**config.mk**
```make
export PLATFORM = sky130hd
export DESIGN_NAME = dsp_div_32_16
export DESIGN_NICKNAME = d
export VERILOG_FILES = /design/src/rtl/dsp_div_32_16.sv
export SDC_FILE = /design/constraint.sdc
export NUM_CORES = 1
export LEC_CHECK = 0
export CAP_MARGIN = 40
export CORE_MARGIN = 2
export CORE_UTILIZATION = 40
export DETAILED_ROUTE_END_ITERATION = 10
export PLACE_DENSITY_LB_ADDON = 0.1
export SETUP_SLACK_MARGIN = 0.1
export SLEW_MARGIN = 25
export SYNTH_ARGS = -nofsm -noshare
export SYNTH_HDL_FRONTEND = slang
export SYNTH_SLANG_ARGS = --single-unit
```
**constraint.sdc**
```tcl
create_clock -name clock -period 3.1 [get_ports clock]
set_input_delay 0.465 -clock clock [delete_from_list [all_inputs] [get_ports clock]]
set_output_delay 0.465 -clock clock [all_outputs]
set_load 0.01 [all_outputs]
```
**src/rtl/dsp_div_32_16.sv**
```systemverilog
// rtl/dsp_div_32_16.sv - 32/16 signed restoring divider, fixed 34-cycle latency
//
// Ports:
//   clock    rising-edge clock
//   reset_n  asynchronous active-low reset
//   start    request strobe; X and B are sampled when idle
//   X        signed 32-bit dividend
//   B        signed 16-bit divisor
//   busy     high while a division is in CALC or FIX
//   done     one-cycle strobe, Q/R/ovf/dbz update with it
//   Q        signed quotient, truncated toward zero, saturated on overflow
//   R        signed remainder, sign follows X
//   ovf      quotient did not fit in 16 bits
//   dbz      divide by zero

module dsp_div_32_16 (
    input  logic        clock,
    input  logic        reset_n,
    input  logic        start,
    input  logic [31:0] X,
    input  logic [15:0] B,
    output logic        busy,
    output logic        done,
    output logic [15:0] Q,
    output logic [15:0] R,
    output logic        ovf,
    output logic        dbz
);

    typedef enum logic [1:0] {
        IDLE = 2'd0,
        CALC = 2'd1,
        FIX  = 2'd2
    } state_t;

    state_t      state;
    state_t      state_nx;

    logic [4:0]  cnt;
    logic [32:0] quo;        // dividend shifts out of the top, quotient bits enter at the bottom
    logic [16:0] rem;
    logic [16:0] mag_b;
    logic        x_neg;
    logic        b_neg;
    logic        b_zero;

    // Result stage between FIX and the outputs; this extra register is what
    // brings the start-to-done latency to 34 cycles.
    logic [15:0] res_q;
    logic [15:0] res_r;
    logic        res_ovf;
    logic        res_dbz;
    logic        res_vld;

    // Magnitudes are taken on 33/17 bits so that -2^31 and -32768 negate cleanly.
    logic [32:0] x_ext;
    logic [32:0] x_mag;
    logic [16:0] b_ext;
    logic [16:0] b_mag;

    assign x_ext = {X[31], X};
    assign x_mag = X[31] ? (33'd0 - x_ext) : x_ext;
    assign b_ext = {B[15], B};
    assign b_mag = B[15] ? (17'd0 - b_ext) : b_ext;

    // One restoring step: bring in the next dividend bit, subtract if it fits.
    logic [17:0] shifted;
    logic        fits;
    logic [16:0] rem_nx;

    assign shifted = {rem, quo[31]};
    assign fits    = (shifted >= {1'b0, mag_b});
    assign rem_nx  = fits ? (shifted[16:0] - mag_b) : shifted[16:0];

    // Sign application and saturation, evaluated while in FIX.
    logic        q_neg;
    logic        q_over;
    logic [15:0] fix_q;
    logic [15:0] fix_r;
    logic        fix_ovf;
    logic        fix_dbz;

    assign q_neg  = x_neg ^ b_neg;
    // A negative quotient may reach magnitude 32768, a positive one only 32767.
    assign q_over = q_neg ? (quo > 33'd32768) : (quo > 33'd32767);

    always_comb begin
        fix_q   = 16'd0;
        fix_r   = 16'd0;
        fix_ovf = 1'b0;
        fix_dbz = 1'b0;
        if (b_zero) begin
            fix_dbz = 1'b1;
        end else if (q_over) begin
            fix_ovf = 1'b1;
            fix_q   = q_neg ? 16'h8000 : 16'h7FFF;
        end else begin
            fix_q = q_neg ? (16'd0 - quo[15:0]) : quo[15:0];
            fix_r = x_neg ? (16'd0 - rem[15:0]) : rem[15:0];
        end
    end

    always_ff @(posedge clock or negedge reset_n) begin
        if (!reset_n) begin
            state <= IDLE;
        end else begin
            state <= state_nx;
        end
    end

    always_comb begin
        state_nx = state;
        case (state)
            IDLE:    if (start) state_nx = CALC;
            CALC:    if (cnt == 5'd31) state_nx = FIX;
            FIX:     state_nx = IDLE;
            default: state_nx = IDLE;
        endcase
    end

    assign busy = (state == CALC) || (state == FIX);

    always_ff @(posedge clock or negedge reset_n) begin
        if (!reset_n) begin
            cnt     <= 5'd0;
            quo     <= 33'd0;
            rem     <= 17'd0;
            mag_b   <= 17'd0;
            x_neg   <= 1'b0;
            b_neg   <= 1'b0;
            b_zero  <= 1'b0;
            res_q   <= 16'd0;
            res_r   <= 16'd0;
            res_ovf <= 1'b0;
            res_dbz <= 1'b0;
            res_vld <= 1'b0;
            done    <= 1'b0;
            Q       <= 16'd0;
            R       <= 16'd0;
            ovf     <= 1'b0;
            dbz     <= 1'b0;
        end else begin
            res_vld <= 1'b0;
            done    <= res_vld;
            if (res_vld) begin
                Q   <= res_q;
                R   <= res_r;
                ovf <= res_ovf;
                dbz <= res_dbz;
            end

            case (state)
                IDLE: begin
                    if (start) begin
                        quo    <= x_mag;
                        rem    <= 17'd0;
                        mag_b  <= b_mag;
                        x_neg  <= X[31];
                        b_neg  <= B[15];
                        b_zero <= (B == 16'd0);
                        cnt    <= 5'd0;
                    end
                end
                CALC: begin
                    rem <= rem_nx;
                    quo <= {1'b0, quo[30:0], fits};
                    cnt <= cnt + 5'd1;
                end
                FIX: begin
                    res_q   <= fix_q;
                    res_r   <= fix_r;
                    res_ovf <= fix_ovf;
                    res_dbz <= fix_dbz;
                    res_vld <= 1'b1;
                end
                default: begin
                end
            endcase
        end
    end

endmodule

```
==> qor.txt <==
die area -> 22,800 sq um
initial antenna violation count -> 0
Chip Area, Yosys -> 8640 sq um
vias in the first global route -> 6,772
max cap viols -> 0
Nets -> 1,090
Area leader share -> 42.6%
CTS hold repair buffers -> 0
Mean Syn Cell Area -> 9.30 sq um
Detailed Route Iter0 Violations -> 319
Distinct lib cells used -> 66
cts repair resizes -> 0
leakage -> 0.00453 uW
Power Dens Cells -> 908 nW/um^2
Yosys Warn Count -> 0
RSZ-0062 raised after global routing -> no
fp util -> 41.0%
Critical Path RT -> 3460 ps
cell count after synthesis -> 929
Final setup viols -> 0
Synth flops -> 147
Worst-path clk slew -> 60 ps
TritonRoute pass-1 iters -> 5
Slew @ Worst Pin -> 782 ps
outcome -> finished clean
vias per cell -> 5.37
top cells, area -> dfrtp_1, o21ai_0, xor2_1
layout cells sized above 1 -> 10.7%
CP Max Fanout -> 15
DP Worst Slack -> 269 ps
Hold Vio Cnt, Final -> 0
critical path arrival -> 3140 ps
Max Clock Skew -> 10.3 ps
Max Root-Sink Buffers -> 2
Total Routing Usage GR -> 19.3%
total CTS buffers -> 17
yosys stat cell total -> 929
number of enable flip-flop cells -> 0
Placed Cells -> 1,267
Peak Freq -> 360 MHz
Final min period -> 2780 ps
clk_lat worst skew -> 420 ps
period utilization -> 89.6%
DP Wirelength -> 15,400 um
Log Warnings -> 29
Final GP Congestion -> 0.958
Mapped Nets -> 1,008
P&R area growth vs syn -> 21.3%
Routed Wire Length -> 20,900 um
buffers added on ports -> 86
Die Ht -> 151 um
Slew Limit Fails -> 0
Hold Crit Class -> input pin to asynchronous set/reset pin
reg-to-reg endpoint -> rem[12]
setup ws final -> 321 ps
Post-DRT Antenna Nets -> 0
first-pass GRT wire length -> 35,100 um
relative slew slack -> 47.3%
maximum vdd drop -> 0.527 mV
antenna diode count -> 0
standard-cell row count -> 53
sequential fraction of the synthesis area -> 42.6%
kind of critical path -> flop to flop
CTS root buf -> clkbuf_16
total congestion overflow -> 0
Async S/R FF share, synth -> 100%
Commonest flop -> dfrtp_1
type of origin of the critical path -> flop
routed vias -> 6,968
TNS Setup -> 0 ps
H-tree lvl count -> 4
dominant cell type by area after synthesis -> dfrtp_1
total core area -> 21,100 sq um
R2R cell count -> 8
CTS tree -> yes
fillers -> 2,036
Die W -> 151 um
Final Non-Filler Cells -> 1,298
area of the mapped netlist -> 8640 sq um
Reg2Reg Setup Slack -> 320 ps
io pins -> 87
largest net degree at the start of global routing -> 65
postcts setup bufs -> 0
R2R Path Start -> rem[11]
DRC -> 0
crit end category -> flop
clock sinks -> 147
==> how the worst max path moves through the flow <==
stage	end	depth (start not counted)	start
finish	rem[12]	8	rem[11]
global route	res_r[11]	6	quo[30]
CTS	res_r[1]	6	quo[30]
detailed placement	quo[20]	7	X[11]
floorplan	rem[1]	11	quo[31]
global placement	res_r[1]	6	quo[30]
==> where the power goes <==
| part | switching, uW | leakage (uW) | internal [uW] | total, uW |
|---|---|---|---|---|
| Clock | 842 | 0.000282 | 1260 | 2100 |
| Combinational | 2640 | 0.00232 | 1930 | 4560 |
| Sequential | 501 | 0.00193 | 2350 | 2850 |
| Total | 3980 | 0.00453 | 5540 | 9510 |
==> synth_stat cells, drive strengths merged, types with 12 or more instances <==
master  instances
a21oi          45
clkbuf         42
dfrtp         147
ha             27
inv            69
mux2           36
mux2i          17
nand2          76
nand3          12
nor2           46
nor3           21
o21ai          95
o22ai          35
o31ai          25
or3            26
xnor2          27
xor2           52
==> layout make-up <==
type                       instances  area (sq um)  area share [%]
clock buffer                      18           429            4.10
sequential                       147          3680            35.1
clock inverter                    13           159            1.52
timing repair buffer             116          1110            10.6
tap                              275           344            3.28
multi-input combinational        660          4500            43.0
inverter                          69           259            2.47
==> placed cells by master, fill, tap and decap left out, types with 28 or more instances in the layout <==
| cell | count |
|---|---|
| dfrtp_1 | 147 |
| o21ai_0 | 91 |
| clkdlybuf4s50_1 | 85 |
| nand2_1 | 76 |
| inv_1 | 69 |
| xor2_1 | 52 |
| nor2_1 | 46 |
| a21oi_1 | 45 |
| mux2_2 | 36 |
| o22ai_1 | 35 |
| buf_4 | 28 |
==> cell families after synthesis <==
family / after synthesis / synth area share, %
AND-OR/OR-AND: 265 / 19.2
multiplexers: 53 / 6.66
flip-flops: 147 / 42.6
XOR/XNOR: 79 / 8.01
adder cells (fa/ha/maj): 28 / 4.14
buffers and inverters: 122 / 5.53
AND/OR/NAND/NOR: 235 / 13.9
==> flip-flops by register name (all words and copies together) (netlist names) <==
signal,flops
R,16
rem,17
Q,16
quo,33
res_dbz,1
b_zero,1
res_q,16
mag_b,17
dbz,1
cnt,5
state,2
res_r,16
b_neg,1
res_vld,1
ovf,1
done,1
x_neg,1
res_ovf,1
==> critical path: stages, from the launching register on <==
cell and delay, ps:
dfrtp_1 460, ha_1 500, and3_1 290, nand4_1 230, o21ai_0 380, a211oi_4 50, buf_4 210, or4_1 520
nand2_1 70
==> per-stage QoR <==
| stage | total power [uW] | area [sq um] | utilization, % | hold WS, ps |
|---|---|---|---|---|
| after global routing | 10300 | 10500 | 49.7 | 90.6 |
| after global placement | 7410 | 9870 | 46.8 | 461 |
| after CTS | 9570 | 10500 | 49.7 | 54.0 |
| after floorplan | 6120 | 8640 | - | 169 |
| after detailed placement | 7440 | 9890 | 46.9 | 470 |
| final | 9510 | 10500 | 49.7 | 37.2 |
==> metal layers <==
layer / routed length (um) / part of all wire (%) / GRT usage [%] / vias up
met5: 0 / 0 / 0 / -
met4: 259 / 1.2 / 5.42 / 0
met3: 669 / 3.2 / 2.71 / 22
met2: 9330 / 45 / 29.5 / 125
met1: 10700 / 51 / 28.6 / 3324
li1: - / - / - / 3497
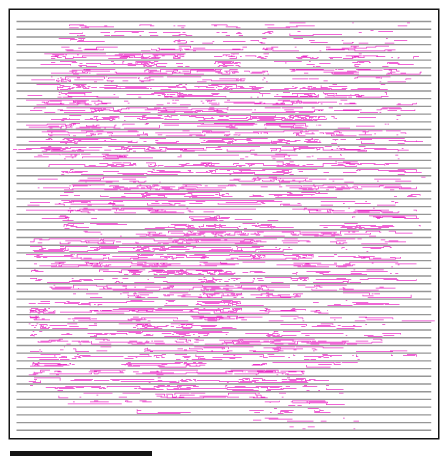
Figure 1: signal wires on met1.
Bar = 50 um. Supply wires on this layer in gray.
The layer holds 51% of the routed length. The wires run mostly horizontal.

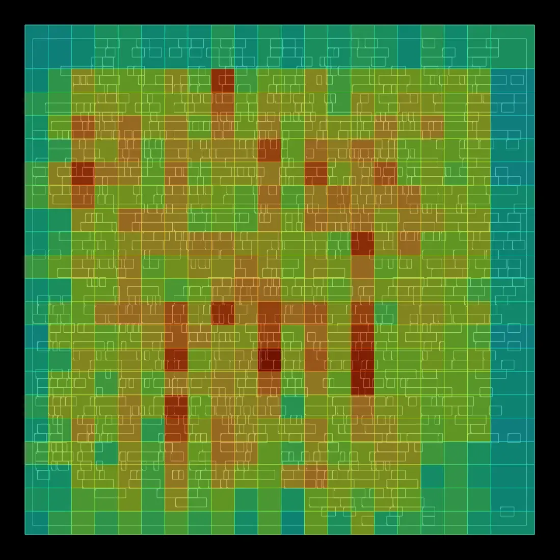
Figure 2: routing congestion.
GR met3 Demand/Resource: 2.71%
GRT busiest layer: met2
met2 GRT Util: 29.5%
Final Util: 49.7%
Wirelength per Cell: 16.1 um

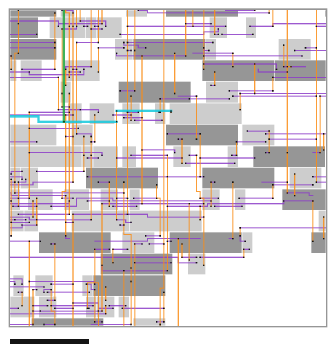
Figure 3: zoomed window.
Bar = 10 um. Region (93, 18) to (133, 58) um. Cells in gray, sequential cells in the stronger gray; small squares are vias.
met2: shown in orange. met3: shown in cyan. met4: shown in green. met1: shown in purple.
Sequential cells in the window: 14. Most frequent: dfrtp_1 (14), inv_1 (10), o22ai_1 (10). 66 logic cells have their middle in the window. Netlist names of flops here include res_r (8), R (5).

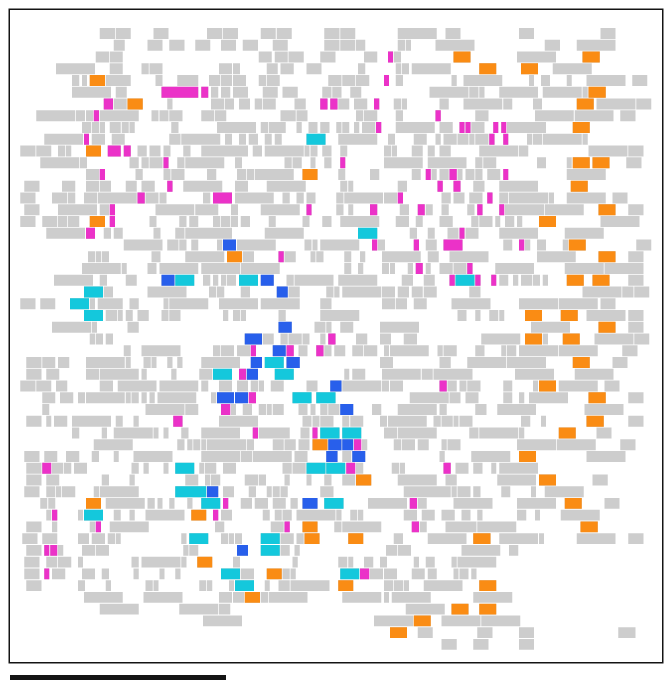
Figure 4: gate families picked out.
Bar = 50 um.
NOR gates: shown in magenta, cells 78, most used nor2_1, where spread over the die. AND-OR and OR-AND gates: shown in blue, cells 21, most used a21o_1. adder and majority cells: shown in cyan, cells 28, most used ha_1. multiplexers: shown in orange, cells 53, most used mux2_2, where spread over the die.

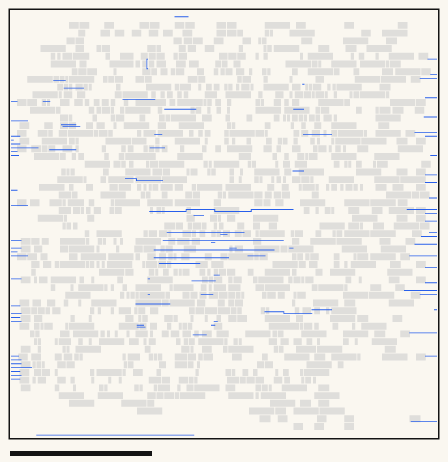
Figure 5: signal wires on met3.
Bar = 50 um.
The longest straight run is 55.4 um. The layer holds 3.2% of the routed length.

Power figures rest on the tool's default switching activity, not on a simulated workload.
